==> config.mk <==
export PLATFORM = sky130hd
export DESIGN_NAME = npem_command_controller
export DESIGN_NICKNAME = d
export VERILOG_FILES = /design/src/rtl/npem_command_controller.sv
export SDC_FILE = /design/constraint.sdc
export NUM_CORES = 1
export LEC_CHECK = 0
export CORE_ASPECT_RATIO = 1.4
export CORE_MARGIN = 3
export CORE_UTILIZATION = 37
export CTS_CLUSTER_SIZE = 12
export DETAILED_ROUTE_END_ITERATION = 10
export HOLD_SLACK_MARGIN = 0.06
export PLACE_DENSITY = 0.85
export SKIP_LAST_GASP = 1
export SLEW_MARGIN = 20
export SYNTH_ARGS = -nofsm -noshare
export SYNTH_HDL_FRONTEND = slang
export SYNTH_SLANG_ARGS = --single-unit
==> constraint.sdc <==
create_clock -name clk -period 2.6 [get_ports clk]
set_input_delay 0.39 -clock clk [delete_from_list [all_inputs] [get_ports clk]]
set_output_delay 0.39 -clock clk [all_outputs]
set_load 0.02 [all_outputs]
==> src/rtl/npem_command_controller.sv <==
// npem_command_controller: holds the NPEM Control register, forwards each enabled
// software write to the enclosure over a valid/ready handshake, waits for the
// enclosure to finish (with a timeout) and then sets NPEM Command Completed.
// Optional feature macro: NPEM_CC_IRQ_EN adds cc_int_en / cc_irq (Command
// Completed interrupt pulse). The default build has neither port.
module npem_command_controller #(
  parameter int unsigned TIMEOUT_CYCLES = 1000,
  parameter int unsigned CMD_WIDTH      = 12
) (
  input  logic                 clk,
  input  logic                 rst_n,
  input  logic                 ctrl_wr_valid,
  input  logic [31:0]          ctrl_wr_data,
  output logic [31:0]          ctrl_reg,
  input  logic                 status_wr_valid,
  input  logic [31:0]          status_wr_data,
  output logic [31:0]          status_reg,
  output logic                 enc_req_valid,
  output logic [CMD_WIDTH-1:0] enc_req_data,
  input  logic                 enc_req_ready,
  input  logic                 enc_done,
  output logic                 enc_reset,
  output logic                 busy,
`ifdef NPEM_CC_IRQ_EN
  input  logic                 cc_int_en,
  output logic                 cc_irq,
`endif
  output logic                 timeout_err
);

  localparam int unsigned CNT_W = $clog2(TIMEOUT_CYCLES + 1);

  // Writable Control bits: Enable, the command field above Initiate Reset, and [31:24].
  function automatic logic [31:0] build_ctrl_mask();
    logic [31:0] m;
    m = 32'h0;
    for (int i = 0; i < 32; i++) begin
      if (i == 0 || (i >= 2 && i < int'(CMD_WIDTH)) || i >= 24) m[i] = 1'b1;
    end
    return m;
  endfunction

  localparam logic [31:0] CTRL_MASK = build_ctrl_mask();

  typedef enum logic [1:0] {
    S_IDLE  = 2'd0,
    S_ISSUE = 2'd1,
    S_WAIT  = 2'd2,
    S_CMPL  = 2'd3
  } state_t;

  state_t               state;
  logic                 pending;
  logic                 cc;
  logic [CNT_W-1:0]     cnt;

  logic [31:0]          wr_val_c;
  logic                 rst_cmd_c;
  logic                 go_cmd_c;
  logic                 pend_next_c;
  logic                 timeout_c;
  logic                 handshake_c;
  logic [CMD_WIDTH-1:0] cmd_next_c;
  logic                 unused_status_bits;

  // Decode of the current config write and the in-flight command conditions.
  always_comb begin
    wr_val_c    = ctrl_wr_data & CTRL_MASK;
    rst_cmd_c   = ctrl_wr_valid & ctrl_wr_data[1];
    go_cmd_c    = ctrl_wr_valid & ctrl_wr_data[0] & ~ctrl_wr_data[1];
    pend_next_c = ctrl_wr_valid ? go_cmd_c : pending;
    timeout_c   = (cnt == CNT_W'(TIMEOUT_CYCLES - 1));
    handshake_c = enc_req_valid & enc_req_ready;
    // Latest Control value; Initiate Reset is never stored so bit 1 is already 0.
    cmd_next_c  = ctrl_wr_valid ? wr_val_c[CMD_WIDTH-1:0] : ctrl_reg[CMD_WIDTH-1:0];
  end

  assign status_reg         = {31'b0, cc};
  assign unused_status_bits = ^status_wr_data[31:1];

  // Command sequencer, Control/Status registers and registered outputs.
  always_ff @(posedge clk or negedge rst_n) begin
    if (!rst_n) begin
      state         <= S_IDLE;
      pending       <= 1'b0;
      cc            <= 1'b0;
      cnt           <= '0;
      ctrl_reg      <= 32'h0;
      enc_req_valid <= 1'b0;
      enc_req_data  <= '0;
      enc_reset     <= 1'b0;
      busy          <= 1'b0;
      timeout_err   <= 1'b0;
`ifdef NPEM_CC_IRQ_EN
      cc_irq        <= 1'b0;
`endif
    end else begin
      enc_reset   <= rst_cmd_c;
      timeout_err <= 1'b0;
`ifdef NPEM_CC_IRQ_EN
      cc_irq      <= 1'b0;
`endif
      if (ctrl_wr_valid) ctrl_reg <= wr_val_c;
      // W1C first so a completion set later in this block takes priority.
      if (status_wr_valid && status_wr_data[0]) cc <= 1'b0;

      if (rst_cmd_c) begin
        state         <= S_IDLE;
        enc_req_valid <= 1'b0;
        pending       <= 1'b0;
        busy          <= 1'b0;
      end else begin
        case (state)
          S_IDLE: begin
            if (go_cmd_c) begin
              state         <= S_ISSUE;
              enc_req_valid <= 1'b1;
              enc_req_data  <= cmd_next_c;
              cnt           <= '0;
              busy          <= 1'b1;
            end else begin
              busy <= 1'b0;
            end
          end
          S_ISSUE: begin
            pending <= pend_next_c;
            cnt     <= cnt + CNT_W'(1);
            if (timeout_c) begin
              state         <= S_CMPL;
              enc_req_valid <= 1'b0;
              timeout_err   <= 1'b1;
            end else if (handshake_c) begin
              state         <= S_WAIT;
              enc_req_valid <= 1'b0;
            end
          end
          S_WAIT: begin
            pending <= pend_next_c;
            cnt     <= cnt + CNT_W'(1);
            if (timeout_c) begin
              state       <= S_CMPL;
              timeout_err <= 1'b1;
            end else if (enc_done) begin
              state <= S_CMPL;
            end
          end
          S_CMPL: begin
            cc <= 1'b1;
`ifdef NPEM_CC_IRQ_EN
            cc_irq <= cc_int_en & ~cc;
`endif
            pending <= 1'b0;
            if (pend_next_c) begin
              state         <= S_ISSUE;
              enc_req_valid <= 1'b1;
              enc_req_data  <= cmd_next_c;
              cnt           <= '0;
              busy          <= 1'b1;
            end else begin
              state <= S_IDLE;
              busy  <= 1'b0;
            end
          end
          default: begin
            state <= S_IDLE;
            busy  <= 1'b0;
          end
        endcase
      end
    end
  end

endmodule

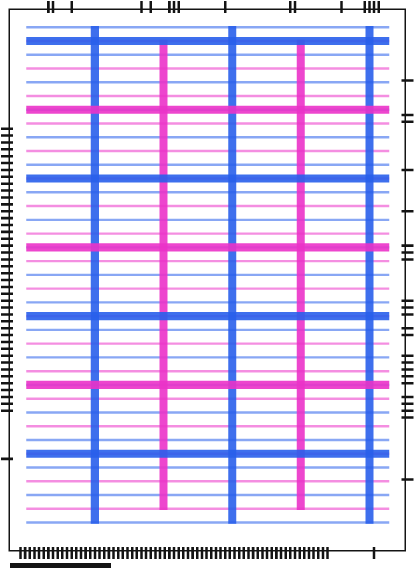
(PDN straps and rails)
The bar under the picture is 20 um long. Pins as bars on the die edge.
legend:
  VDD:
    color: magenta
  VSS:
    color: blue
signal pins: 150
met5 straps: 7
rows: 36
met1 rails: 37
Worst VDD drop: 0.633 mV
Die Ht: 107 um
CORE AREA: 7030 um2
die width: 78.0 um

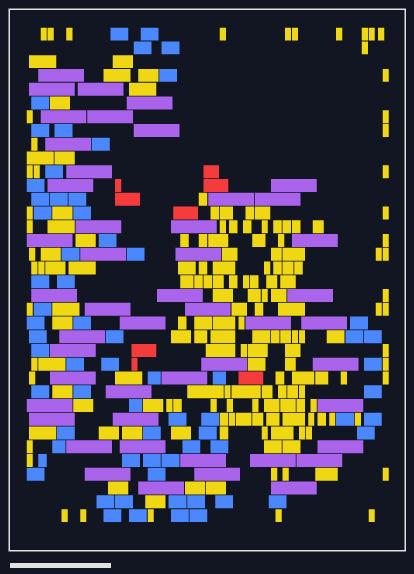
(cells colored by class)
The bar under the picture is 20 um long.
legend:
  clock drivers and dummy loads:
    color: red
    cells: 8
    share_of_their_area: 2.7%
  other buffers and delay cells:
    color: blue
    cells: 66
    share_of_their_area: 20%
  combinational and other logic:
    color: yellow
    cells: 177
    share_of_their_area: 39%
  flops:
    color: purple
    cells: 48
    share_of_their_area: 38%
Final Cell Area: 3300 um2
row cnt: 36
flop share of the area: 0.364
final core occ: 0.469

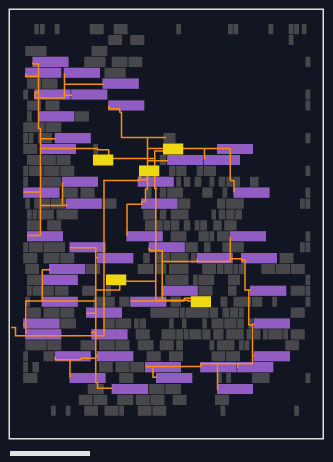
(clock wires, drivers and flops)
The bar under the picture is 20 um long.
legend:
  clock drivers:
    color: yellow
    count: 5
  clock wires:
    color: orange
    length: 609 um
  flip-flops:
    color: purple
    count: 48
routed clock nets: 6
flops lie: widely spread
clock power share: 0.147
clock latency at the later pin of the worst-skew pair: 0.30 ns

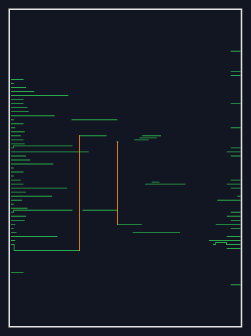
(signal wires by layer)
Two of the layers only.
legend:
  metal 4:
    color: orange
    wire_length: 66.6 um
  metal 3:
    color: green
    wire_length: 490 um
gr usage total: 0.129
via count: 1830

==> job_summary.md <==
## Implementation flow summary

| Metric | Value |
|---|---|
| Ranking of synthesized cells by area | dfrtp_1 45%, buf_4 13%, mux2_2 8.0% |
| Ys async rst share | 1.00 |
| Vias per cell | ~4.6 |
| Sw frac | 0.382 |
| Post-Synthesis Cells | approximately 230 |
| Hold/Removal Path Class | in2async |
| Fin cells | slightly below 400 |
| M1 WL | between 1.5 and 2 mm |
| Max FFs per register | 19 |
| Ys cells | ~230 |
| Ant diodes | 0 |
| Post-synth top area share | 0.448 |
| WL final | between 5 and 6 mm |
| Post-layout period usage | 0.777 |
| Leading area contributor after synthesis | dfrtp_1 |
| Flop-to-flop setup slack | between 0.5 and 0.6 ns |
| Yosys warnings | 0 |
| FF-to-FF Start | state[0]$_DFFE_PN0P_ |
| Mux frac, synth | 0.154 |
| Met2 WL post-DR | around 2.7 mm |
| Critical path's top delay family | AND-OR/OR-AND gates |
| CP Capture Type | register |
| Most frequent cells after synthesis | 48 x dfrtp_1, 47 x buf_4, 19 x mux2_2 |
| Number of CTS-inserted buffers | 5 |
| Well Taps | about 95 |
| CTS tree | built |
| FP Core Util | 0.382 |
| Min cycle time layout | 2.02 ns |
| Worst Setup EP | cnt[5]$_DFFE_PN0P_ |
| Int Pwr | between 0.0015 and 0.002 W |
| H-tree Lvls | 2 |
| Hold_buf cts | 1 |
| Met2 usage | 0.214 |
| Pwr top | combinational cells |
| FF-to-FF End | enc_req_data[11]$_DFFE_PN0P_ |
| Mi-comb count | about 170 |
| Pwr Density | about 900 nW/um2 |
| Max Transition Viols Final | 0 |
| Most numerous logic cell after layout | clkdlybuf4s50_1 |
| Layout Nets | 373 |
| DIE AREA | ~8300 um2 |
| Status | finished clean |
| Final WS setup | slightly below 0.6 ns |
| Max incr delay on CP | ~0.61 ns |
| Synth Seq Share | 0.448 |
| Area grow syn2layout | 22.9% |
| GRT Max-Usage Layer | met2 |
| Comb area share | 0.369 |
| Rel. slew slack | 0.610 |
| Filler Cell Count | ~680 |
| MaxCap Viol Count | 0 |
| Comb gate area | 1220 um2 |
| Comb group | between 0.001 and 0.0015 W |
| Clock net sink count | between 40 and 50 |
| Synthesis-stage register bit count | 48 |
| Most common logic cells in the final layout | 60 x clkdlybuf4s50_1, 48 x dfrtp_1, 45 x conb_1 |
| Pre-antenna DRT Iters | 4 |
| Pre-CTS setup slack | about 0.33 ns |
| Total grt overflow | 0 |
| Inverters excl. clock | 8 |
| Placement-stage cell area | between 3000 and 4000 um2 |
| Share of post-route cells with drive strength above 1 | 0.177 |
| Routed length on met3 | just under 500 um |
| Max-area cell class | combinational gates |
| CP Cell Sequence | clkdlybuf4s50_1, nor2b_2, o21bai_2, a2111oi_0, nand3b_1 |
| CP Data Arrival Time | 2.25 ns |
| Clock-cell share | 0.0258 |
| I/O pins | 150 |
| Met1 Track Usage GR | 0.154 |
| PortBufs | ~61 |
| Placed insts | ~390 |
| Worst Tran Pin Value | 0.584 ns |
| Top_reg_cell synth | dfrtp_1 |
| Library cells used by synthesis | 47 |
| Post-synth area from yosys stat | between 2000 and 3000 um2 |
| Setup Fix Bufs, Post-CTS | 0 |
| Clock-pin slew of the registers on the worst-case setup and hold paths | approximately 0.080 ns |
| CP required | roughly 2.8 ns |
| Sw Pwr | about 0.0011 W |
| Flop pwr share | 0.365 |
| First-pass GRT wire length | slightly below 9 mm |
| DRT iter0 DRCs | roughly 95 |
| Dpl hpwl | approximately 3.9 mm |
| Endpoints failing hold | 0 |
| Worst Setup SP | ctrl_wr_valid |
| Crit path depth | 5 |
| Setup Skew | 0.0134 ns |
| Worst reg-to-reg path cell count | 6 |
| Routed WL per cell | about 13 um |
| Number of remaining DRC errors | 0 |
Power is estimated from default activity; no workload was simulated.
